Figure 1. Wiring by layer.
The bar under the picture is 20 um long.
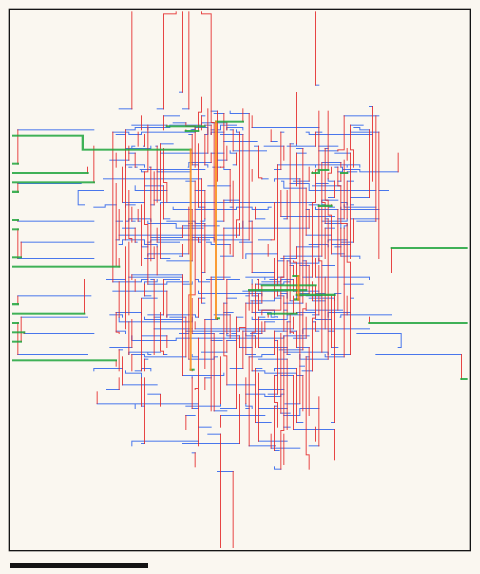
Figure 2. Clock distribution.
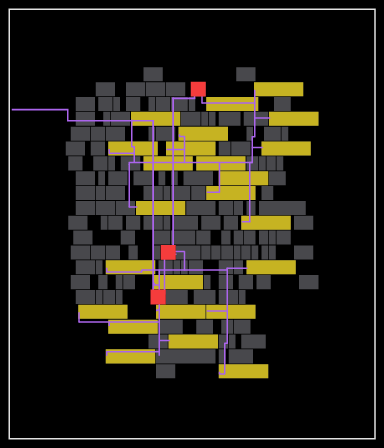
Figure 3. Routing congestion map.
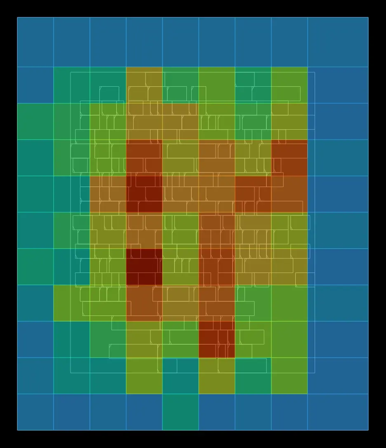
Figure 4. Gate-type map.
The bar under the picture is 20 um long.
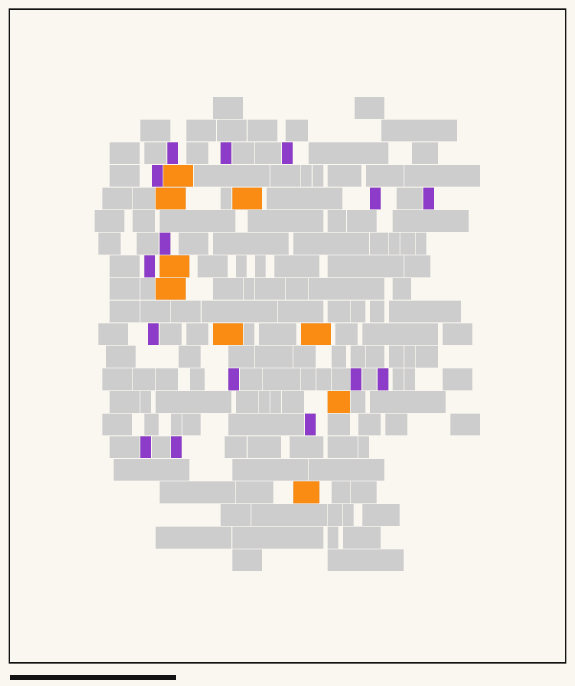
$ cat config.mk
export PLATFORM = sky130hd
export DESIGN_NAME = uart_tx_arbiter
export DESIGN_NICKNAME = d
export VERILOG_FILES = /design/src/rtl/uart_tx_arbiter.sv
export SDC_FILE = /design/constraint.sdc
export NUM_CORES = 1
export LEC_CHECK = 0
export ABC_CLOCK_PERIOD_IN_PS = 2700
export CAP_MARGIN = 20
export CORE_ASPECT_RATIO = 1.25
export CORE_MARGIN = 10
export CORE_UTILIZATION = 51
export DETAILED_ROUTE_END_ITERATION = 7
export GPL_TIMING_DRIVEN = 1
export PLACE_DENSITY = 0.86
export REMOVE_ABC_BUFFERS = 1
export SLEW_MARGIN = 20
export SYNTH_ARGS = -nofsm -noshare
export SYNTH_HDL_FRONTEND = slang
export SYNTH_SLANG_ARGS = --single-unit
$ cat constraint.sdc
create_clock -name clk -period 2.7 [get_ports clk]
set_clock_uncertainty 0.2 [all_clocks]
set_input_delay 0.54 -clock clk [delete_from_list [all_inputs] [get_ports clk]]
set_output_delay 0.54 -clock clk [all_outputs]
set_load 0.05 [all_outputs]
$ cat src/rtl/uart_tx_arbiter.sv
// Round-robin arbiter that feeds one 8N1 UART transmitter from NUM_REQ byte requesters.
// Bit timing is taken from the external oversample tick; there is no divider here.
module uart_tx_arbiter #(
  parameter int NUM_REQ    = 2,
  parameter int OVERSAMPLE = 16,
  parameter int STOP_BITS  = 1,
  localparam int GID_W     = (NUM_REQ > 1) ? $clog2(NUM_REQ) : 1
) (
  input  logic                 clk,
  input  logic                 reset_n,
  input  logic                 tick_16x,
  input  logic [NUM_REQ-1:0]   req_valid,
  input  logic [8*NUM_REQ-1:0] req_data,
  output logic [NUM_REQ-1:0]   req_ready,
  output logic                 tx,
  output logic                 busy,
  output logic [GID_W-1:0]     grant_id
);

  localparam int STOP_TICKS = OVERSAMPLE * STOP_BITS;
  localparam int TICK_W     = $clog2(STOP_TICKS + 1);

  localparam logic [TICK_W-1:0] BIT_LAST  = TICK_W'(OVERSAMPLE - 1);
  localparam logic [TICK_W-1:0] STOP_LAST = TICK_W'(STOP_TICKS - 1);
  localparam logic [GID_W-1:0]  LAST_ID   = GID_W'(NUM_REQ - 1);

  typedef enum logic [1:0] {
    S_IDLE  = 2'd0,
    S_START = 2'd1,
    S_DATA  = 2'd2,
    S_STOP  = 2'd3
  } state_t;

  state_t              state_q, state_d;
  logic [TICK_W-1:0]   tick_cnt_q, tick_cnt_d;
  logic [2:0]          bit_cnt_q, bit_cnt_d;
  logic [7:0]          shift_q, shift_d;
  logic [GID_W-1:0]    rr_q, rr_d;
  logic [GID_W-1:0]    grant_id_q, grant_id_d;
  logic [NUM_REQ-1:0]  req_ready_q, req_ready_d;
  logic                tx_q, tx_d;
  logic                busy_q, busy_d;

  // Arbitration: lowest valid index at or above rr_q, else lowest valid overall (wrap).
  logic [NUM_REQ-1:0]  at_or_above;
  logic [NUM_REQ-1:0]  masked_valid;
  logic [NUM_REQ-1:0]  pick_vec;
  logic [NUM_REQ-1:0]  lower_set;
  logic [NUM_REQ-1:0]  grant_oh;
  logic [GID_W-1:0]    enc_chain  [NUM_REQ+1];
  logic [7:0]          data_chain [NUM_REQ+1];
  logic                any_valid;
  logic [GID_W-1:0]    winner;
  logic [7:0]          winner_data;
  logic [GID_W-1:0]    rr_after_win;

  assign enc_chain[0]  = '0;
  assign data_chain[0] = 8'h00;

  for (genvar gi = 0; gi < NUM_REQ; gi++) begin : g_arb
    assign at_or_above[gi]  = (GID_W'(gi) >= rr_q);
    assign masked_valid[gi] = req_valid[gi] & at_or_above[gi];
    assign grant_oh[gi]     = pick_vec[gi] & ~lower_set[gi];
    assign enc_chain[gi+1]  = enc_chain[gi] | (grant_oh[gi] ? GID_W'(gi) : '0);
    assign data_chain[gi+1] = data_chain[gi] | (grant_oh[gi] ? req_data[8*gi +: 8] : 8'h00);
    if (gi == 0) begin : g_first
      assign lower_set[gi] = 1'b0;
    end else begin : g_rest
      assign lower_set[gi] = lower_set[gi-1] | pick_vec[gi-1];
    end
  end

  assign pick_vec     = (|masked_valid) ? masked_valid : req_valid;
  assign any_valid    = |req_valid;
  assign winner       = enc_chain[NUM_REQ];
  assign winner_data  = data_chain[NUM_REQ];
  assign rr_after_win = (winner == LAST_ID) ? '0 : winner + 1'b1;

  always_comb begin
    state_d     = state_q;
    tick_cnt_d  = tick_cnt_q;
    bit_cnt_d   = bit_cnt_q;
    shift_d     = shift_q;
    rr_d        = rr_q;
    grant_id_d  = grant_id_q;
    req_ready_d = '0;
    tx_d        = tx_q;
    busy_d      = busy_q;

    case (state_q)
      S_IDLE: begin
        tx_d       = 1'b1;
        busy_d     = 1'b0;
        tick_cnt_d = '0;
        bit_cnt_d  = '0;
        // Acceptance does not wait for a tick; the start bit begins on the next edge.
        if (any_valid) begin
          req_ready_d = grant_oh;
          shift_d     = winner_data;
          grant_id_d  = winner;
          rr_d        = rr_after_win;
          state_d     = S_START;
          tx_d        = 1'b0;
          busy_d      = 1'b1;
        end
      end

      S_START: begin
        if (tick_16x) begin
          if (tick_cnt_q == BIT_LAST) begin
            tick_cnt_d = '0;
            state_d    = S_DATA;
            tx_d       = shift_q[0];
            shift_d    = shift_q >> 1;
          end else begin
            tick_cnt_d = tick_cnt_q + 1'b1;
          end
        end
      end

      S_DATA: begin
        if (tick_16x) begin
          if (tick_cnt_q == BIT_LAST) begin
            tick_cnt_d = '0;
            if (bit_cnt_q == 3'd7) begin
              state_d = S_STOP;
              tx_d    = 1'b1;
            end else begin
              bit_cnt_d = bit_cnt_q + 3'd1;
              tx_d      = shift_q[0];
              shift_d   = shift_q >> 1;
            end
          end else begin
            tick_cnt_d = tick_cnt_q + 1'b1;
          end
        end
      end

      S_STOP: begin
        tx_d = 1'b1;
        if (tick_16x) begin
          if (tick_cnt_q == STOP_LAST) begin
            tick_cnt_d = '0;
            state_d    = S_IDLE;
            busy_d     = 1'b0;
          end else begin
            tick_cnt_d = tick_cnt_q + 1'b1;
          end
        end
      end

      default: begin
        state_d = S_IDLE;
        tx_d    = 1'b1;
        busy_d  = 1'b0;
      end
    endcase
  end

  always_ff @(posedge clk or negedge reset_n) begin
    if (!reset_n) begin
      state_q     <= S_IDLE;
      tick_cnt_q  <= '0;
      bit_cnt_q   <= '0;
      shift_q     <= '0;
      rr_q        <= '0;
      grant_id_q  <= '0;
      req_ready_q <= '0;
      tx_q        <= 1'b1;
      busy_q      <= 1'b0;
    end else begin
      state_q     <= state_d;
      tick_cnt_q  <= tick_cnt_d;
      bit_cnt_q   <= bit_cnt_d;
      shift_q     <= shift_d;
      rr_q        <= rr_d;
      grant_id_q  <= grant_id_d;
      req_ready_q <= req_ready_d;
      tx_q        <= tx_d;
      busy_q      <= busy_d;
    end
  end

  assign req_ready = req_ready_q;
  assign tx        = tx_q;
  assign busy      = busy_q;
  assign grant_id  = grant_id_q;

endmodule

==> run summary <==
Flow results are below.

- The flow ran to the end, and the final reports show no timing, DRC or antenna violations.
- The final count of negative-setup-slack endpoints is 0, for reference.
- The logic depth of the worst register-to-register path is 6, for reference.
- The tree is rooted in a clkbuf_4.
- The floorplan has 21 rows.
- The final hold slack is around 0.31 ns, for reference.
- Per the detail_route report, vias per standard cell equal slightly below 6.
- The die covers ~0.0052 mm^2.
- The total non-filler cell area in the finished layout is about 0.0018 mm^2, for reference.
- Ranked by total cell area, the synthesized netlist is headed by dfrtp_1 (41%), ha_1 (6.3%), mux2i_1 (5.8%), a221o_1 (5.0%), a211oi_1 (4.3%).
- The number of cells in the design after placement is 197, for reference.
- Yosys stat counts 139 cells in the synthesized netlist.
- The yosys warning tally is 0, for reference.
- The category of the critical setup timing path is reg2out, for reference.
- In this run the power density over the cells is 1140 mW/mm^2.
- The cell area reported after detailed placement is between 0.0015 and 0.002 mm^2, for reference.
- Setup slack on the critical path of the routed design comes to between 0.2 and 0.3 ns.
- The area recorded from the Yosys report for this design is between 0.001 and 0.0015 mm^2.
- Setup repair after global routing left no endpoint under its margin.
- The power consumption is between 1.5 and 2 mW, for reference.
- The worst-case setup slack after placement is 0.1910 ns, for reference.
- The count of buffers from port buffering is 25, for reference.
- The total grt overflow is 0, for reference.
- Pin placement for this block handled 26 I/O pins.
- Ranking logic cells in the layout by count gives the top entries clkdlybuf4s50_1 (25), dfrtp_1 (23), nor2_1 (15), inv_1 (12).
- At the end of the flow, the number of nets in the layout was 196.
- The synthesized design devotes to its leading area cell type between 40% and 50% of total area.
- The worst pin sits at a relative slew slack of between 50 and 60%.
- The total CTS buffers is 3, for reference.
- The data required time of the critical path is 1.96 ns, for reference.
- Buffers inserted to repair hold after CTS numbered 0.
- The largest total area in the synthesized netlist belongs to dfrtp_1.
- Per the CTS log, the maximum H-tree level is 1.
- The post-synthesis sequential area ratio is between 40% and 50%, for reference.
- The number of remaining DRC errors is 0, for reference.
- The synthesized netlist contains 36 unique library cells.
- Warnings raised by the tools during the run amount to 28.
- The peak per-stage delay on the critical path is about 0.79 ns, for reference.
- Nets still carrying antenna violations after routing amount to 0.
- The worst min-delay path endpoint is rr_q, for reference.
- The post-synthesis async set-or-reset flop share is 100.0%, for reference.
- Per the detail_route log, met3 wirelength is about 170 um.
- The first global-routing pass estimated roughly 5200 um of wire.
- According to the floorplan report, the die height is ~78 um.
- The commonest register cell is dfrtp_1.
- The detailed router reported a total wirelength of just over 3000 um.
- Per the log, the first TritonRoute iteration ended with a DRC count of 89.
- The count of final max-slew check failures is 0, for reference.
- After clock tree synthesis, the setup repair step added 0 buffers.
- The worst supply voltage drop on vdd is approximately 0.00061 V, for reference.
- The synthesized netlist cell count is 139, for reference.
- The max-capacitance violation count is 0, for reference.
- The buffer and inverter count on the worst path is 1, for reference.
- Looking at the critical path, the single cell with the biggest stage delay is clkdlybuf4s50_1.
- The count of cells along the worst hold path is 1, for reference.
- For the pin with the worst max-slew slack, the measured transition is around 0.63 ns.
- The worst setup path is captured at a primary output.
- For reference, the critical path is captured by tx.
- The total standard cell area after synthesis is roughly 0.0014 mm^2, for reference.
- The layout summary lists the proportion of cells stronger than drive strength 1 as 12.57%.
- TritonCTS built the clock tree.
- The signal on the critical path passes through clkdlybuf4s50_1.
- Subtracting the final worst setup slack from the clock period gives 2.406 ns.
- The final tally of hold violations is 0, for reference.
About Figure 1:
color	layer	wire length
orange	met4	63.9 um
green	met3	169 um
red	met2	1660 um
blue	met1	1220 um

About Figure 2:
[red] cells driving clock nets | count: 3
[purple] clock wires | length: 313 um
[yellow] flip-flops | count: 24
routed clock nets	4

About Figure 3:
global router's overall resource usage: 12.62%
Routed wire per std cell: 15.49 um
GR peak layer: met2
Final Util: 66.10%

About Figure 4:
color	family	cells
purple	NOR gates	15
orange	AND-OR and OR-AND gates	9

## cells by family after synthesis
group                    share of synthesized area, %
flip-flops                                      43.22
buffers and inverters                           6.379
AND/OR/NAND/NOR                                 13.21
XOR/XNOR                                        1.258
AND-OR/OR-AND                                   19.32
multiplexers                                    10.33
adder cells (fa/ha/maj)                         6.289
## flip-flops by register name (all words and copies together), names as in the netlist
name        flops
grant_id        1
state_q         2
tx              1
busy            1
bit_cnt_q       3
tick_cnt_q      5
req_ready       2
rr_q            1
shift_q         8
## layout make-up
| cell class | count | area (um^2) |
|---|---|---|
| clock buffer | 3 | 22.52 |
| clock inverter | 1 | 30.03 |
| fill | 210 | 899.6 |
| inverter | 12 | 45.04 |
| multi-input combinational | 94 | 701.9 |
| sequential | 24 | 601.8 |
| tap | 34 | 42.54 |
| timing repair buffer | 33 | 310.3 |
## metal layers
layer  GRT usage [%]  vias up
met5               0        -
met4           6.933        0
met3           2.841        6
met2           21.48       43
met1           13.86      562
li1                -      556
## synth_stat cells, types with 2 or more instances
| cell | count |
|---|---|
| nand3_1 | 2 |
| a211oi_1 | 8 |
| mux2_2 | 3 |
| mux2_4 | 2 |
| o21ai_0 | 6 |
| a221o_1 | 7 |
| nand3b_1 | 2 |
| nor2_1 | 15 |
| dfrtp_1 | 23 |
| o31ai_1 | 2 |
| buf_2 | 2 |
| clkbuf_1 | 6 |
| nand2_1 | 7 |
| inv_1 | 12 |
| a21oi_1 | 6 |
| mux2i_1 | 8 |
| or3_1 | 2 |
| and3_1 | 2 |
| ha_1 | 7 |
## report_power, final
| part | total (mW) | internal (mW) | switching (mW) |
|---|---|---|---|
| Sequential | 0.596 | 0.505 | 0.0910 |
| Combinational | 1.14 | 0.518 | 0.622 |
| Clock | 0.264 | 0.150 | 0.114 |
Power figures rest on the tool's default switching activity, not on a simulated workload.
